**config.mk**
```make
export PLATFORM = sky130hd
export DESIGN_NAME = key_search_ctrl
export DESIGN_NICKNAME = d
export VERILOG_FILES = /design/src/rtl/key_search_pkg.sv /design/src/rtl/key_counter.sv /design/src/rtl/key_search_ctrl.sv
export SDC_FILE = /design/constraint.sdc
export NUM_CORES = 1
export LEC_CHECK = 0
export CAP_MARGIN = 20
export CELL_PAD_IN_SITES_DETAIL_PLACEMENT = 1
export CELL_PAD_IN_SITES_GLOBAL_PLACEMENT = 1
export CORE_ASPECT_RATIO = 1.25
export CORE_MARGIN = 2
export CORE_UTILIZATION = 31
export CTS_CLUSTER_SIZE = 10
export DETAILED_ROUTE_END_ITERATION = 8
export PLACE_DENSITY = 0.73
export SETUP_SLACK_MARGIN = 0.3
export SLEW_MARGIN = 25
export SYNTH_ARGS = -nofsm -noshare
export SYNTH_HDL_FRONTEND = slang
export SYNTH_HIERARCHICAL = 1
export SYNTH_SLANG_ARGS = --single-unit
export TNS_END_PERCENT = 5
```
**constraint.sdc**
```tcl
create_clock -name clk -period 3.7 [get_ports clk]
set_clock_uncertainty 0.05 [all_clocks]
set_input_delay 0.74 -clock clk [delete_from_list [all_inputs] [get_ports clk]]
set_output_delay 0.74 -clock clk [all_outputs]
set_load 0.03 [all_outputs]
```
**src/rtl/key_search_pkg.sv**
```systemverilog
// Shared types and constants for the key search controller: FSM state encoding,
// the default known plaintext and the watchdog width helper.
package key_search_pkg;

    typedef enum logic [2:0] {
        ST_IDLE    = 3'd0,
        ST_LOAD    = 3'd1,
        ST_ISSUE   = 3'd2,
        ST_WAIT    = 3'd3,
        ST_CHECK   = 3'd4,
        ST_FOUND   = 3'd5,
        ST_EXHAUST = 3'd6,
        ST_ERROR   = 3'd7
    } state_e;

    localparam logic [63:0] KNOWN_PT_DEFAULT = 64'h2550_4446_2550_4446;

    // Watchdog only ever holds TIMEOUT-1, so clog2(TIMEOUT) bits suffice.
    function automatic int timeout_width(input int timeout);
        int w;
        if (timeout <= 2) begin
            w = 1;
        end else begin
            w = $clog2(timeout);
        end
        return w;
    endfunction

endpackage

```
**src/rtl/key_counter.sv**
```systemverilog
// Candidate key register: loads KEY_FIRST, steps by one, flags the last key of the range.
module key_counter #(
    parameter int               KEY_W     = 56,
    parameter logic [KEY_W-1:0] KEY_FIRST = {KEY_W{1'b0}},
    parameter logic [KEY_W-1:0] KEY_LAST  = {KEY_W{1'b1}}
) (
    input  logic             clk,
    input  logic             rst_n,
    input  logic             i_load,
    input  logic             i_inc,
    output logic [KEY_W-1:0] o_key,
    output logic             o_at_last
);

    logic [KEY_W-1:0] r_key;

    // Key register; load wins over increment.
    always_ff @(posedge clk) begin
        if (!rst_n) begin
            r_key <= {KEY_W{1'b0}};
        end else if (i_load) begin
            r_key <= KEY_FIRST;
        end else if (i_inc) begin
            r_key <= r_key + {{(KEY_W-1){1'b0}}, 1'b1};
        end
    end

    assign o_key     = r_key;
    assign o_at_last = (r_key == KEY_LAST);

endmodule

```
**src/rtl/key_search_ctrl.sv**
```systemverilog
// Sweeps candidate keys through an external decrypt core until the decrypted block
// equals the known plaintext, the range runs out, or the core stops answering.
module key_search_ctrl
    import key_search_pkg::*;
#(
    parameter int               KEY_W     = 56,
    parameter logic [KEY_W-1:0] KEY_FIRST = {KEY_W{1'b0}},
    parameter logic [KEY_W-1:0] KEY_LAST  = {KEY_W{1'b1}},
    parameter logic [63:0]      KNOWN_PT  = KNOWN_PT_DEFAULT,
    parameter int               TIMEOUT   = 1024
) (
    input  logic             clk,
    input  logic             rst_n,
    input  logic [63:0]      cipher_in,
    input  logic             cipher_done,
    input  logic             clear,
    output logic             core_start,
    output logic [KEY_W-1:0] core_key,
    output logic [63:0]      core_block,
    input  logic             core_valid,
    input  logic [63:0]      core_result,
    output logic             busy,
    output logic             found,
    output logic [KEY_W-1:0] key_found,
    output logic             exhausted,
    output logic             error
);

    localparam int              WD_W    = timeout_width(TIMEOUT);
    localparam logic [WD_W-1:0] WD_LOAD = WD_W'(TIMEOUT - 1);
    localparam logic [WD_W-1:0] WD_ONE  = WD_W'(1);

    state_e           r_state;
    state_e           w_next;
    logic             r_done_d;
    logic [63:0]      r_block;
    logic [63:0]      r_result;
    logic [WD_W-1:0]  r_wd;
    logic             r_busy;
    logic             r_found;
    logic             r_exh;
    logic             r_err;
    logic [KEY_W-1:0] r_key_found;
    logic             w_done_rise;
    logic             w_load;
    logic             w_inc;
    logic             w_at_last;
    logic [KEY_W-1:0] w_key;

    assign w_done_rise = cipher_done & ~r_done_d;

    key_counter #(
        .KEY_W     (KEY_W),
        .KEY_FIRST (KEY_FIRST),
        .KEY_LAST  (KEY_LAST)
    ) u_key_counter (
        .clk       (clk),
        .rst_n     (rst_n),
        .i_load    (w_load),
        .i_inc     (w_inc),
        .o_key     (w_key),
        .o_at_last (w_at_last)
    );

    // Next-state and counter control; clear overrides every other event.
    always_comb begin
        w_next = r_state;
        w_load = 1'b0;
        w_inc  = 1'b0;
        if (clear) begin
            w_next = ST_IDLE;
        end else begin
            case (r_state)
                ST_IDLE: begin
                    if (w_done_rise) w_next = ST_LOAD;
                    else             w_next = ST_IDLE;
                end
                ST_LOAD: begin
                    w_next = ST_ISSUE;
                    w_load = 1'b1;
                end
                ST_ISSUE: begin
                    w_next = ST_WAIT;
                end
                ST_WAIT: begin
                    // Timeout fires as the watchdog would step down to zero.
                    if (core_valid)          w_next = ST_CHECK;
                    else if (r_wd <= WD_ONE) w_next = ST_ERROR;
                    else                     w_next = ST_WAIT;
                end
                ST_CHECK: begin
                    if (r_result == KNOWN_PT) begin
                        w_next = ST_FOUND;
                    end else if (w_at_last) begin
                        w_next = ST_EXHAUST;
                    end else begin
                        w_next = ST_ISSUE;
                        w_inc  = 1'b1;
                    end
                end
                ST_FOUND, ST_EXHAUST, ST_ERROR: begin
                    w_next = r_state;
                end
                default: begin
                    w_next = ST_IDLE;
                end
            endcase
        end
    end

    // State, datapath captures, watchdog and registered status flags.
    always_ff @(posedge clk) begin
        if (!rst_n) begin
            r_state     <= ST_IDLE;
            r_done_d    <= 1'b0;
            r_block     <= 64'h0;
            r_result    <= 64'h0;
            r_wd        <= {WD_W{1'b0}};
            r_busy      <= 1'b0;
            r_found     <= 1'b0;
            r_exh       <= 1'b0;
            r_err       <= 1'b0;
            r_key_found <= {KEY_W{1'b0}};
        end else begin
            r_state  <= w_next;
            r_done_d <= cipher_done;
            r_busy   <= (w_next == ST_LOAD) || (w_next == ST_ISSUE) ||
                        (w_next == ST_WAIT) || (w_next == ST_CHECK);
            r_found  <= (w_next == ST_FOUND);
            r_exh    <= (w_next == ST_EXHAUST);
            r_err    <= (w_next == ST_ERROR);
            if (w_load) begin
                r_block <= cipher_in;
            end
            if (r_state == ST_ISSUE) begin
                r_wd <= WD_LOAD;
            end else if (r_state == ST_WAIT) begin
                r_wd <= r_wd - WD_ONE;
            end
            if ((r_state == ST_WAIT) && core_valid) begin
                r_result <= core_result;
            end
            if ((r_state == ST_CHECK) && (w_next == ST_FOUND)) begin
                r_key_found <= w_key;
            end
        end
    end

    assign core_start = (r_state == ST_ISSUE) & ~clear;
    assign core_key   = w_key;
    assign core_block = r_block;
    assign busy       = r_busy;
    assign found      = r_found;
    assign key_found  = r_key_found;
    assign exhausted  = r_exh;
    assign error      = r_err;

endmodule

```
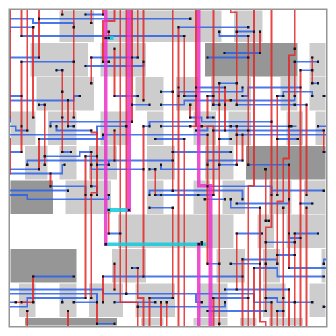
**Above:** run 1 (zoomed window).
Region (72, 51) to (97, 76) µm. Cells in grey, sequential cells in the stronger grey; small squares are vias.
legend:
  met4:
    colour: magenta
  met1:
    colour: blue
  met2:
    colour: red
  met3:
    colour: cyan
netlist names of flops here include: r_state (2), r_result (1)
sequential cells in the window: 3
most frequent: nand2_1 (6), inv_1 (4), o21ai_0 (4)
cells with their middle in the window: 45

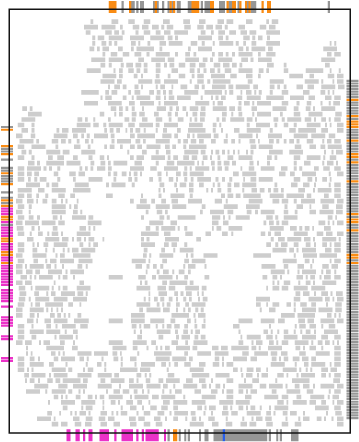
**Above:** run 1 (I/O pins on the die edge).
Scale: 2 px per µm. Pins as bars across the die edge, other pins in grey.
legend:
  exhausted:
    colour: blue
    pins: 1
    direction: output
    edge: bottom
  key_found:
    colour: orange
    pins: 56
    direction: output
    edge: 23 top, 17 right, 14 left, 2 bottom
  core_result:
    colour: magenta
    pins: 64
    direction: input
    edge: 35 left, 29 bottom

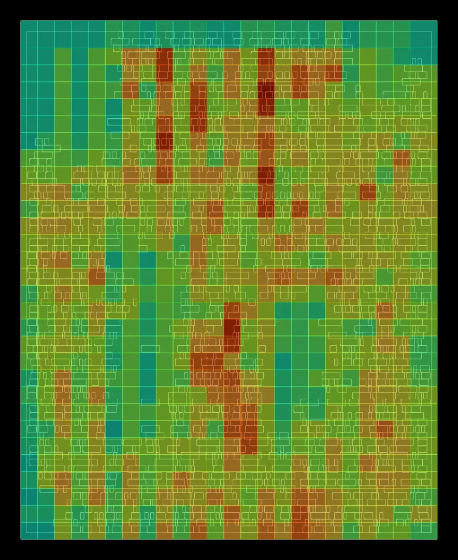
**Above:** run 1 (congestion heat map).
GRT met3 Usage: 3.93%
grt met1 use: 23.4%

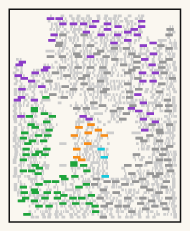
**Above:** run 1 (sequential cells coloured by netlist name).
Scale: 1 px per µm.
legend:
  r_state:
    colour: cyan
    sequential_cells: 3
  r_wd:
    colour: orange
    sequential_cells: 10
    where: centre
  key_found:
    colour: purple
    sequential_cells: 56
  r_result:
    colour: green
    sequential_cells: 64
FF/Latch Area: 5160 µm²
fin util: 45.3%

==> summary.txt, run 1 <==
run results: flop2flop setup slack=0.53 ns, Yosys top cell by instances=nand2_1, cells along the critical path=nand2_1 -> nor3_1 -> clkdlybuf4s50_1, busiest grt layer=met2, met3 WL=2070 µm, Met2 Routed Length=17200 µm, Place WS=0.0669 ns, mi-comb count=900, Clk pin slew, worst setup/hold paths=0.06 ns, logic area=5120 µm², GRT met2 Usage=34.3%, Critical Path Max Stage Delay=0.74 ns, FF-to-FF Start=u_key_counter/o_key[26]$_SDFFE_PP0P_, flip-flops=258, final setup margin=0.513 ns, pwr/cell area=381 nW/µm², cell row count=75, largest net degree at the start of global routing=85, Top cell area share=48.5%, critical-path cell with the highest stage delay=clkdlybuf4s50_1, CP startpoint=r_state[1]$_SDFF_PN0_, Async SR Flop Fraction=0%, clkbuf count=37, Synth Net Count=1395, share of post-route cells with drive strength above 1=7.19%, P_leak=5.10 nW, Critical Path Stages=3, Top-Level Pins=314, WL/cell=17.7 µm, Registers, synthesis=258, 1st-iter DRT viols=443, Buffers, non-clock=363, Final Cell Area=15300 µm², buffer and inverter count on the worst path=1, ys flop type=dfxtp_1, max-cap violations=0, CP top delay family=buffers and inverters, Worst VDD drop=321 µV, clk_lat worst skew=0.55 ns, pre-placement core utilization=31.6%, Clock buf/inv share=5.46%, area leader, netlist=dfxtp_1, crit path launch type=flip-flop, Hold Worst Slack=0.411 ns, Yosys chip area=10600 µm², TritonCTS buffer count=30, CP Class=reg2out, Max Clk Rate=314 MHz, post-layout min period=3.19 ns, Via Count=10000, reg-to-reg endpoint=u_key_counter/o_key[49]$_SDFFE_PP0P_, R2R cell count=12, via density per instance=5.04, Final Hold Fails=0, DR pass1 iterations=4, Avg Cell Area, Syn=8.45 µm², global-route wire length before repair=55700 µm, fin nets=1701, cells after synthesis=1259, Log Warnings=28, wl on met1=15300 µm, Top cell excl fill/tap=clkdlybuf4s50_1, Worst setup EP type=output port, non-clk buf share=23.4%, die width=170 µm, Pint=4.54 mW, Clk pwr share=45.3%, RSZ-0062 raised after global routing=yes, Post-Place Cells=1955, max_slew headroom=35.2%, clk sinks=258, # hold bufs at CTS=0, CTS tree=built, DRC=0, ANT nets after route=0, Seq pwr share=48.4%, number of global-route vias before repair=10400, initial antenna violation count=0, top routing layer in use=met4, combinational share of cell area=33.5%, Die Ht=211 µm, final worst-path cycle share=86.1%, post-route setup TNS=0 ns, outcome=completed, die area=35800 µm², Area Overhead vs Synth=43.4%, HP Class=reg2reg, Seq area share=33.8%, fillers=3945, Slew @ Worst Pin=0.971 ns, total power=5.82 mW, number of enable flip-flop cells=0, Core Box Area=33700 µm², TAP cells=423, Seq/Total Area, Yosys=48.5%, inverter count=12, # setup viols final=0, Cell variety after synth=53, Top cells by area=dfxtp_1, a21boi_0, nand2_1, nand3_1, o21ai_0, fin. max-slew vios=0, worst path required time=2.91 ns, Max-area cell class=flip-flops and latches, Routability Congestion=0.770, final std cells w/o fill=1994, Yosys Instances=1259, clock root cell=clkbuf_16, crit path capture=core_start, Top cells excl fill/tap=clkdlybuf4s50_1, nand2_1, dfxtp_1, Synthesis Warnings=6, Area after DPL=14400 µm², combinational share of power=6.3%, Switch Pwr=1.28 mW, Clock Path Buffers=3
==> run 1: worst min path at each step <==
stage | startpoint | end | slack [ns] | depth (start not counted)
after floorplan | r_result[10]$_SDFFE_PN0P_ | r_result[10]$_SDFFE_PN0P_ | 0.39 | 2
after global placement | r_result[54]$_SDFFE_PN0P_ | r_result[54]$_SDFFE_PN0P_ | 0.40 | 2
after detailed placement | core_block[33]$_SDFFE_PN0P_ | core_block[33]$_SDFFE_PN0P_ | 0.41 | 2
after CTS | r_result[20]$_SDFFE_PN0P_ | r_result[20]$_SDFFE_PN0P_ | 0.42 | 2
after global routing | core_block[39]$_SDFFE_PN0P_ | core_block[39]$_SDFFE_PN0P_ | 0.43 | 2
final | r_result[42]$_SDFFE_PN0P_ | r_result[42]$_SDFFE_PN0P_ | 0.41 | 2
==> run 1: power by group through the flow <==
stage / registers (mW) / logic [mW] / clock network (mW)
after global placement: 2.88 / 0.366 / 0
after CTS: 2.82 / 0.371 / 2.74
after detailed placement: 2.88 / 0.369 / 0
final: 2.82 / 0.366 / 2.64
after floorplan: 2.91 / 0.117 / 0
after global routing: 2.82 / 0.395 / 2.83
==> run 1: cells by family (layout without fill, tap and decap cells) <==
family | Yosys count | count (layout) | synth area share, %
and+or+nand+nor | 552 | 552 | 24.7
xor gates and xnor gates | 36 | 36 | 2.96
muxes | 5 | 5 | 0.470
AOI/OAI and AO/OA | 304 | 304 | 19.3
buffers and inverters | 101 | 413 | 3.69
adders and majority gates | 3 | 3 | 0.353
DFF | 258 | 258 | 48.5
==> run 1: repair_timing <==
item,4_1_cts,5_1_grt
resized,0,1
setup buffers,0,1
endpoints found under the setup margin,0,8
==> run 2, diff against run 1 <==
--- a/config.mk
+++ b/config.mk
@@ -13,8 +13,10 @@
 export CORE_UTILIZATION = 31
 export CTS_CLUSTER_SIZE = 10
 export DETAILED_ROUTE_END_ITERATION = 8
+export GPL_ROUTABILITY_DRIVEN = 0
 export PLACE_DENSITY = 0.73
 export SETUP_SLACK_MARGIN = 0.3
+export SKIP_LAST_GASP = 1
 export SLEW_MARGIN = 25
 export SYNTH_ARGS = -nofsm -noshare
 export SYNTH_HDL_FRONTEND = slang
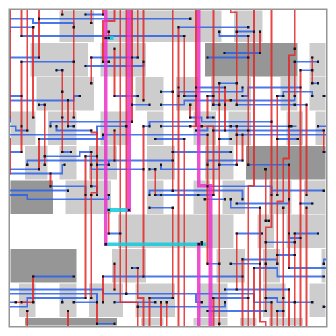
**Above:** run 2 (zoomed window).
Region (72, 51) to (97, 76) µm. Cells in grey, sequential cells in the stronger grey; small squares are vias.
legend:
  met4:
    colour: magenta
  met1:
    colour: blue
  met3:
    colour: cyan
  met2:
    colour: red
netlist names of flops here include: r_state (2), r_result (1)
sequential cells in the window: 3
most frequent: nand2_1 (6), inv_1 (4), o21ai_0 (4)
cells with their middle in the window: 45

==> run 2 against run 1 <==
Global-route usage stayed put. Area after synthesis stayed put. Final cell count stayed put. Flip-flop count stayed put. Critical path type unchanged. Critical endpoint unchanged. Largest power group unchanged.
==> summary.txt, run 2 <==
run results: P_leak=5.10 nW (unchanged), post-layout min period=3.19 ns (unchanged), Registers, synthesis=258 (unchanged), initial antenna violation count=0 (unchanged), ANT nets after route=0 (unchanged), Hold Worst Slack=0.411 ns (unchanged), fillers=3945 (unchanged), final WL=35200 µm (unchanged), number of global-route vias before repair=10400 (unchanged), share of post-route cells with drive strength above 1=7.19% (unchanged), total power=5.82 mW (unchanged), final std cells w/o fill=1994 (unchanged), TritonCTS buffer count=30 (unchanged), pre-placement core utilization=31.6% (unchanged), Critical Path Max Stage Delay=0.74 ns (about the same), Top cells excl fill/tap=clkdlybuf4s50_1, nand2_1, dfxtp_1 (unchanged), Seq pwr share=48.4% (about the same), Gates resized, CTS repair=0 (unchanged), cell row count=75 (unchanged), FF/Latch Area=5160 µm² (unchanged), Post-CTS Setup Inserts=0 (unchanged), Place WS=0.0669 ns (unchanged), Final Hold Fails=0 (unchanged), fin. max-slew vios=0 (unchanged), # setup viols final=0 (unchanged), Slew @ Worst Pin=0.971 ns (unchanged), Top cells by area=dfxtp_1, a21boi_0, nand2_1, nand3_1, o21ai_0 (unchanged), Post-Place Cells=1955 (unchanged), fin nets=1701 (unchanged), wl on met1=15300 µm (unchanged), CP top delay family=buffers and inverters (unchanged), via density per instance=5.04 (unchanged), pwr/cell area=381 nW/µm² (unchanged), Via Count=10000 (unchanged), final worst-path cycle share=86.1% (unchanged), Seq/Total Area, Yosys=48.5% (unchanged), worst path required time=2.91 ns (about the same), die area=35800 µm² (unchanged), Final Cell Area=15300 µm² (unchanged), Core Box Area=33700 µm² (unchanged), max-cap violations=0 (unchanged), clk sinks=258 (unchanged), max_slew headroom=35.2% (unchanged), Post-synth top cells=nand2_1, dfxtp_1, a21boi_0, clkbuf_1 (unchanged), Clk pwr share=45.3% (about the same), outcome=completed (unchanged), top routing layer in use=met4 (unchanged), Sw Ratio=21.9% (unchanged), Top-Level Pins=314 (unchanged), clock root cell=clkbuf_16 (unchanged), fin util=45.3% (unchanged), Area after DPL=14400 µm² (unchanged), RSZ-0062 raised after global routing=yes (unchanged), Async SR Flop Fraction=0% (unchanged), crit path max fanout=10 (unchanged), Top cell excl fill/tap=clkdlybuf4s50_1 (unchanged), # hold bufs at CTS=0 (unchanged), 1st-iter DRT viols=443 (unchanged), combinational share of power=6.3% (about the same), Log Warnings=28 (unchanged), Critical Path Stages=3 (unchanged), DR pass1 iterations=4 (unchanged), logic area=5120 µm² (unchanged), final setup margin=0.513 ns (unchanged), Synthesis Warnings=6 (unchanged), crit path launch type=flip-flop (unchanged), FF-to-FF Start=u_key_counter/o_key[26]$_SDFFE_PP0P_ (unchanged), Switch Pwr=1.28 mW (unchanged), Met2 Routed Length=17200 µm (unchanged), Yosys chip area=10600 µm² (unchanged), reg-to-reg endpoint=u_key_counter/o_key[49]$_SDFFE_PP0P_ (unchanged), Worst VDD drop=321 µV (unchanged), critical-path cell with the highest stage delay=clkdlybuf4s50_1 (unchanged), post-route setup TNS=0 ns (unchanged), HP Class=reg2reg (unchanged), Clock Path Buffers=3 (unchanged), Clk pin slew, worst setup/hold paths=0.06 ns (about the same), Yosys Instances=1259 (unchanged), flop2flop setup slack=0.53 ns (about the same), die width=170 µm (unchanged), met3 WL=2070 µm (unchanged), cells after synthesis=1259 (unchanged), crit path capture=core_start (unchanged), clk_lat worst skew=0.55 ns (about the same), Yosys top cell by instances=nand2_1 (unchanged), Top cell area share=48.5% (unchanged), buffer and inverter count on the worst path=1 (unchanged), largest net degree at the start of global routing=85 (unchanged), R2R cell count=12 (unchanged), Synth Net Count=1395 (unchanged), ys flop type=dfxtp_1 (unchanged), number of enable flip-flop cells=0 (unchanged), DRC=0 (unchanged), CP Class=reg2out (unchanged), Avg Cell Area, Syn=8.45 µm² (unchanged), Die Ht=211 µm (unchanged), Worst setup EP type=output port (unchanged), Area Overhead vs Synth=43.4% (unchanged), CTS tree=built (unchanged), Cell variety after synth=53 (unchanged), area leader, netlist=dfxtp_1 (unchanged), Syn Std Cell Area=10600 µm² (unchanged), global-route wire length before repair=55700 µm (unchanged), CP startpoint=r_state[1]$_SDFF_PN0_ (unchanged), Pint=4.54 mW (unchanged), Max Clk Rate=314 MHz (unchanged), cells along the critical path=nand2_1 -> nor3_1 -> clkdlybuf4s50_1 (unchanged)
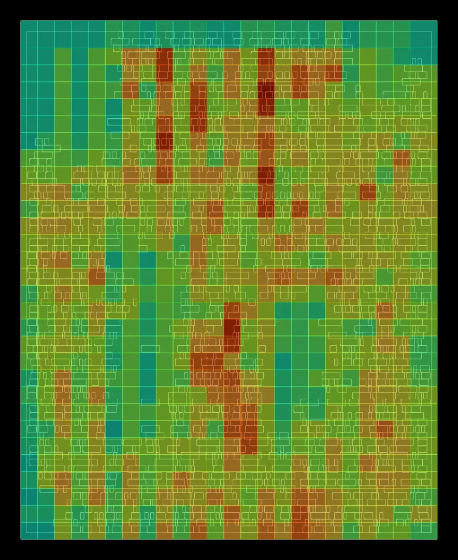
**Above:** run 2 (congestion heat map).
GRT Overall Usage: 19.2%
GRT met2 Usage: 34.3%
WL/cell: 17.7 µm
busiest grt layer: met2

-- run 2: cell counts after synthesis --
Identical to the previous run, type by type.
-- run 2: logic make-up after synthesis --
family          Yosys count  share of synthesized area [%]
compound gates          304                           19.3
xor+xnor                 36                           2.96
fa+ha+maj                 3                          0.353
buf+inv                 101                           3.69
flops                   258                           48.5
mux                       5                          0.470
simple gates            552                           24.7
-- run 2: power by group through the flow --
stage               logic [mW]  clock network [mW]  registers (mW)
global placement         0.366                   0            2.88
CTS                      0.371                2.74            2.82
finish                   0.366                2.64            2.82
global route             0.395                2.83            2.82
floorplan                0.117                   0            2.91
detailed placement       0.369                   0            2.88
-- run 2: cell type report --
class                   count  area share (%)
clock buffers              37            5.43
clock inverters             1          0.0328
inverters                  12           0.295
multi-input cells         900            33.5
flip-flops and latches    258            33.8
well taps                 423            3.47
repair buffers            363            23.4
-- run 2: how the worst min path moves through the flow --
stage	startpoint	endpoint	slack, ns	cells after the start
final	r_result[42]$_SDFFE_PN0P_	r_result[42]$_SDFFE_PN0P_	0.41	2
after global routing	core_block[39]$_SDFFE_PN0P_	core_block[39]$_SDFFE_PN0P_	0.43	2
after CTS	r_result[20]$_SDFFE_PN0P_	r_result[20]$_SDFFE_PN0P_	0.42	2
after detailed placement	core_block[33]$_SDFFE_PN0P_	core_block[33]$_SDFFE_PN0P_	0.41	2
after global placement	r_result[54]$_SDFFE_PN0P_	r_result[54]$_SDFFE_PN0P_	0.40	2
after floorplan	r_result[10]$_SDFFE_PN0P_	r_result[10]$_SDFFE_PN0P_	0.39	2
-- run 2: per-layer routing --
layer  vias to the layer above  global-route usage (%)
met5                         -                       0
met4                         0                    4.83
met3                        42                    3.93
met2                       252                    34.3
met1                      4827                    23.4
li1                       4924                       -
Power is estimated from default activity; no workload was simulated.
